<file path="src/rtl/uart_tx.sv">
// UART transmitter: start bit, DATA_BITS data bits LSB-first, one parity bit,
// then SB_TICK ticks of stop, all paced by a shared 16x baud tick.
module uart_tx #(
  parameter int unsigned DATA_BITS = 8,
  parameter int unsigned PAR_TYP   = 0,   // 0 = even, 1 = odd
  parameter int unsigned SB_TICK   = 16   // 16 = 1 stop bit, 32 = 2 stop bits
) (
  input  logic                 clk,
  input  logic                 rst,
  input  logic                 tick,
  input  logic [DATA_BITS-1:0] tx_data,
  input  logic                 tx_valid,
  output logic                 tx_ready,
  output logic                 tx,
  output logic                 tx_busy,
  output logic                 tx_done
);

  // Tick counter is 4 bits for the usual 16-tick stop; widened only when a
  // longer stop period needs more range.
  localparam int unsigned TCW = (SB_TICK > 16) ? $clog2(SB_TICK) : 4;
  localparam int unsigned BCW = (DATA_BITS > 1) ? $clog2(DATA_BITS) : 1;

  localparam logic [TCW-1:0] BIT_LAST  = TCW'(15);
  localparam logic [TCW-1:0] STOP_LAST = TCW'(SB_TICK - 1);
  localparam logic [BCW-1:0] DATA_LAST = BCW'(DATA_BITS - 1);
  localparam logic           PAR_ODD   = (PAR_TYP != 0);

  typedef enum logic [2:0] {
    IDLE   = 3'd0,
    START  = 3'd1,
    DATA   = 3'd2,
    PARITY = 3'd3,
    STOP   = 3'd4
  } state_e;

  state_e                 state_q, state_d;
  logic [TCW-1:0]         tick_cnt_q, tick_cnt_d;
  logic [BCW-1:0]         bit_cnt_q, bit_cnt_d;
  logic [DATA_BITS-1:0]   shift_q, shift_d;
  logic                   par_q, par_d;
  logic                   tx_q, tx_d;
  logic                   done_q, done_d;

  // Handshake flags follow the state directly so a waiting word is taken in
  // the first IDLE cycle.
  assign tx_ready = (state_q == IDLE);
  assign tx_busy  = ~tx_ready;
  assign tx       = tx_q;
  assign tx_done  = done_q;

  // State and datapath registers; reset returns the line to idle-high.
  always_ff @(posedge clk) begin
    if (rst) begin
      state_q    <= IDLE;
      tick_cnt_q <= '0;
      bit_cnt_q  <= '0;
      shift_q    <= '0;
      par_q      <= 1'b0;
      tx_q       <= 1'b1;
      done_q     <= 1'b0;
    end else begin
      state_q    <= state_d;
      tick_cnt_q <= tick_cnt_d;
      bit_cnt_q  <= bit_cnt_d;
      shift_q    <= shift_d;
      par_q      <= par_d;
      tx_q       <= tx_d;
      done_q     <= done_d;
    end
  end

  // Next-state logic; tx_d is the value the line takes on the following edge.
  always_comb begin
    state_d    = state_q;
    tick_cnt_d = tick_cnt_q;
    bit_cnt_d  = bit_cnt_q;
    shift_d    = shift_q;
    par_d      = par_q;
    tx_d       = tx_q;
    done_d     = 1'b0;

    unique case (state_q)
      IDLE: begin
        tx_d = 1'b1;
        if (tx_valid) begin
          shift_d    = tx_data;
          par_d      = (^tx_data) ^ PAR_ODD;
          tick_cnt_d = '0;
          bit_cnt_d  = '0;
          tx_d       = 1'b0;
          state_d    = START;
        end
      end

      START: begin
        if (tick) begin
          if (tick_cnt_q == BIT_LAST) begin
            tick_cnt_d = '0;
            tx_d       = shift_q[0];
            state_d    = DATA;
          end else begin
            tick_cnt_d = tick_cnt_q + TCW'(1);
          end
        end
      end

      DATA: begin
        if (tick) begin
          if (tick_cnt_q == BIT_LAST) begin
            tick_cnt_d = '0;
            shift_d    = shift_q >> 1;
            if (bit_cnt_q == DATA_LAST) begin
              bit_cnt_d = '0;
              tx_d      = par_q;
              state_d   = PARITY;
            end else begin
              bit_cnt_d = bit_cnt_q + BCW'(1);
              tx_d      = shift_d[0];
            end
          end else begin
            tick_cnt_d = tick_cnt_q + TCW'(1);
          end
        end
      end

      PARITY: begin
        if (tick) begin
          if (tick_cnt_q == BIT_LAST) begin
            tick_cnt_d = '0;
            tx_d       = 1'b1;
            state_d    = STOP;
          end else begin
            tick_cnt_d = tick_cnt_q + TCW'(1);
          end
        end
      end

      STOP: begin
        tx_d = 1'b1;
        if (tick) begin
          if (tick_cnt_q == STOP_LAST) begin
            tick_cnt_d = '0;
            done_d     = 1'b1;
            state_d    = IDLE;
          end else begin
            tick_cnt_d = tick_cnt_q + TCW'(1);
          end
        end
      end

      default: begin
        tx_d    = 1'b1;
        state_d = IDLE;
      end
    endcase
  end

endmodule
</file>
<file path="config.mk">
export PLATFORM = sky130hd
export DESIGN_NAME = uart_tx
export DESIGN_NICKNAME = d
export VERILOG_FILES = /design/src/rtl/uart_tx.sv
export SDC_FILE = /design/constraint.sdc
export NUM_CORES = 1
export LEC_CHECK = 0
export CAP_MARGIN = 20
export CELL_PAD_IN_SITES_DETAIL_PLACEMENT = 1
export CELL_PAD_IN_SITES_GLOBAL_PLACEMENT = 2
export CORE_MARGIN = 2
export CORE_UTILIZATION = 33
export CTS_CLUSTER_DIAMETER = 40
export DETAILED_ROUTE_END_ITERATION = 12
export DONT_BUFFER_PORTS = 1
export PLACE_DENSITY_LB_ADDON = 0.2
export SLEW_MARGIN = 0
export SYNTH_ARGS = -nofsm -noshare
export SYNTH_HDL_FRONTEND = slang
export SYNTH_SLANG_ARGS = --single-unit
</file>
<file path="constraint.sdc">
create_clock -name clk -period 1.8 [get_ports clk]
set_clock_uncertainty 0.15 [all_clocks]
set_input_delay 0.18 -clock clk [delete_from_list [all_inputs] [get_ports clk]]
set_output_delay 0.18 -clock clk [all_outputs]
set_load 0.005 [all_outputs]
</file>
Run 1, where the registers sit:
The bar under the picture is 20 um long. Other sequential cells in the stronger gray, the rest of the logic in the fainter gray.
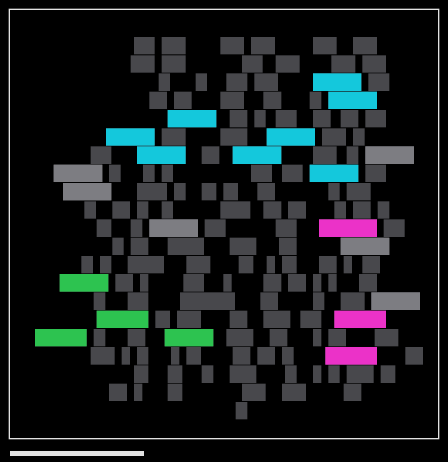
signal	color	flops
shift_q	cyan	8
state_q	magenta	3
tick_cnt_q	green	4
not colored	6

Run 1, ports around the boundary:
Pins as bars across the die edge, other pins in gray.
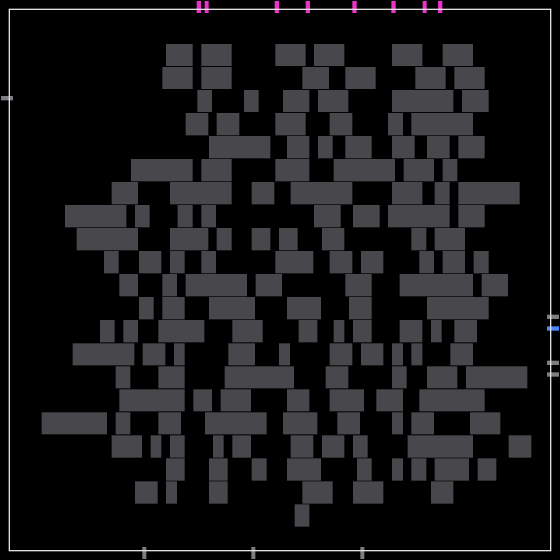
port	color	pins	direction	edge
tx_data	magenta	8	input	north
tx_valid	blue	1	input	east

Run 1, selected gate families:
The bar under the picture is 20 um long.
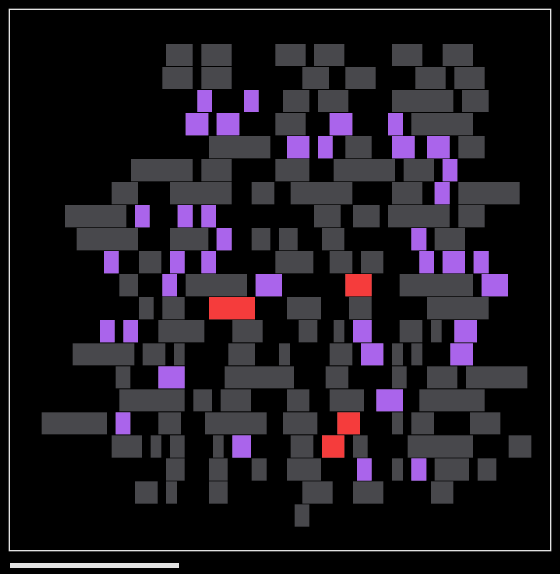
family	color	cells
non-inverting ao/oa cells	red	4
aoi and oai cells	purple	38

Run 1, the clock network:
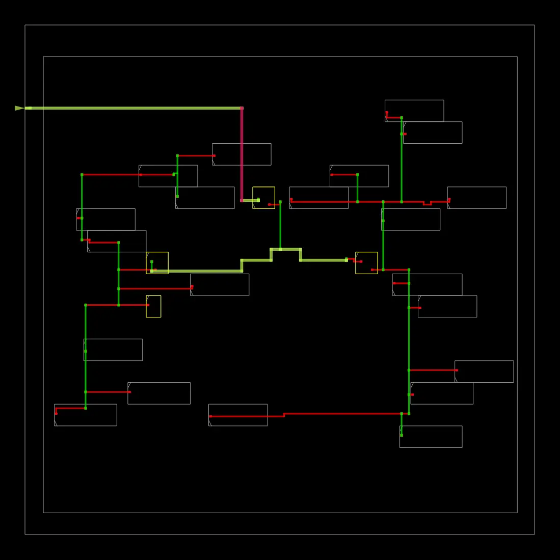
Clock Sinks: 21
Num CTS Buffers: 3
Clock group: 0.234 mW

==> flow_summary.ini, run 1 <==
; synthesis and place-and-route metrics
[drt]
wl_per_cell_um = 16.39
drc = 0
ant_nets = 0
drt-total-wl_mm = 3.246
wl_met2_mm = 1.560
met3WireLength_um = 80
first_pass_iters = 3

[timing]
slew_viol_final = 0
fin_hold_ws_ps = 17.08
slew-limit-headroom_pct = 43.84
hold_viol = 0

[yosys]
synthTopLogicFamily = AND-OR/OR-AND gates
avgSynthCellArea_sq_um = 8.871
synth-async-reset-ratio_pct = 0
ys_chip_area_sq_um = 1180
yosys_cells = 133
synthAoiAreaFrac_pct = 22.06
ys_sh_adder_pct = 3.181
simple_gate_share_pct = 20.15
netlist_instances = 133
ff_type = dfxtp_1

[finish]
fillCellCount = 390
seq_area_sq_um = 429.2
nNonClkBuffers = 25
inverters = 2
comb_share_pct = 49.87
largest_class = multi-input combinational cells

[global_route]
grt_pass1_wl_mm = 5.616
antenna_found_initial = 0

[flow_run]
tool_warnings = 26

[placement]
place_area_sq_um = 1266
post-place-ws_ps = -51.07

[setup_path]
cp_num_cells = 5
cpPeakStageDelay_ps = 350
startpoint_type = flop

[cts]
cts_tree = done
clk_pin_slew_ps = 130

[min_path]
hp-class = input pin to flop
min_delay_worst_endpoint = state_q[2]

[floorplanning]
ios = 16
n_tap_cell = 46
core.rowCount = 21

[status]
status = completed

[power]
powerComb_mw = 0.219
switching_share_pct = 28.75
p_seq_share_pct = 52.9
power_frac_clock_pct = 24.3
vdd_ir_drop_max_mv = 0.3597
==> run 2: changes to the inputs <==
--- a/config.mk
+++ b/config.mk
@@ -14,6 +14,7 @@
 export DETAILED_ROUTE_END_ITERATION = 12
 export DONT_BUFFER_PORTS = 1
 export PLACE_DENSITY_LB_ADDON = 0.2
+export REMOVE_ABC_BUFFERS = 1
 export SLEW_MARGIN = 0
 export SYNTH_ARGS = -nofsm -noshare
 export SYNTH_HDL_FRONTEND = slang
Run 2, metal layers overlaid:
Only two layers are drawn.
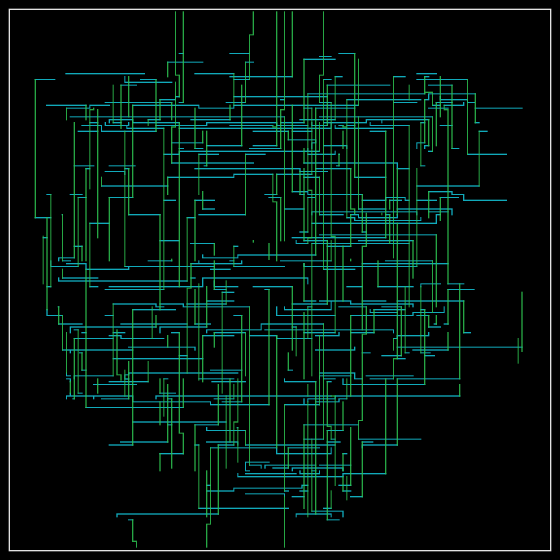
layer	color	wire length
M2	green	1520 um
M1	cyan	1520 um

Run 2, selected gate families:
The bar under the picture is 20 um long.
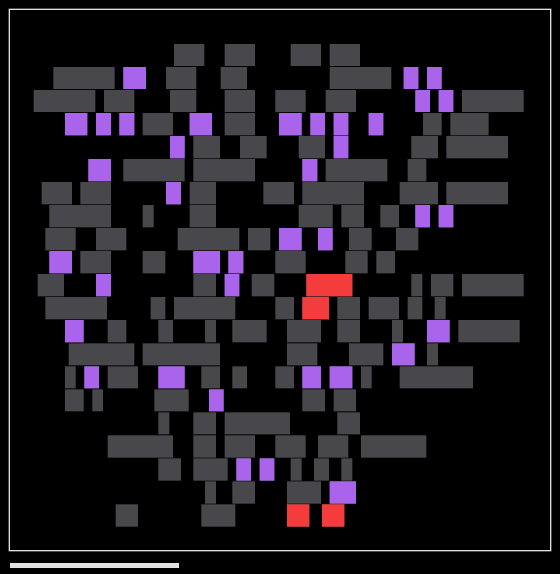
family	color	cells
aoi and oai cells	purple	38
non-inverting ao/oa cells	red	4
Comb/total area: 49.75%
Post-Layout Cell Count: 199
Commonest Layout Cell: a21oi_1

==> flow_summary.ini, run 2 <==
; synthesis and place-and-route metrics
[status]
status = completed

[placement]
place_area_sq_um = 1289

[timing]
fin_hold_ws_ps = 44.77
hold_viol = 0

[setup_path]
cpPeakStageDelay_ps = 360
startpoint_type = flop

[power]
p_seq_share_pct = 53.7
switching_share_pct = 27.89
pg_clk_mw = 0.231

[yosys]
ff_type = dfxtp_1
simple_gate_share_pct = 20.15
synth-async-reset-ratio_pct = 0
ys_chip_area_sq_um = 1180

[global_route]
antenna_found_initial = 0
grt_pass1_wl_mm = 5.547

[cts]
cts_tree = done
clock-sinks = 21

[floorplanning]
n_tap_cell = 46
ios = 16

[finish]
nNonClkBuffers = 26
seq_area_sq_um = 429.2

[drt]
ant_nets = 0
first_pass_iters = 4

[min_path]
hp-class = input pin to flop
Run 2, ports around the boundary:
Pins as bars across the die edge, other pins in gray.
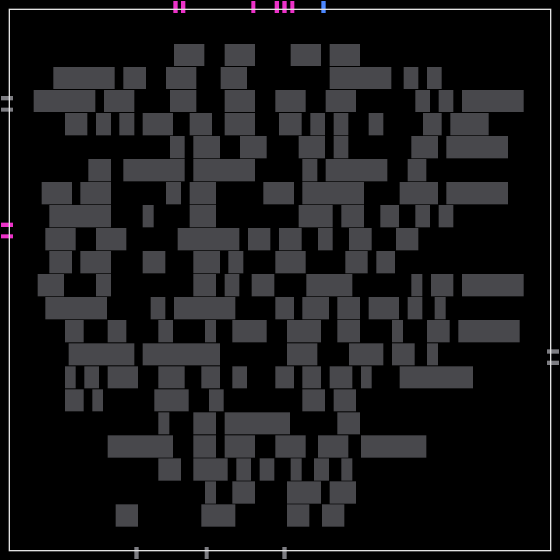
port	color	pins	direction	edge
tx_data	magenta	8	input	6 north, 2 west
tx_valid	blue	1	input	north
all pins by edge	7 north, 4 west, 3 south, 2 east
die width: 63.80 um
chip height: 63.80 um
Port Buffers: 0

Power figures rest on the tool's default switching activity, not on a simulated workload.
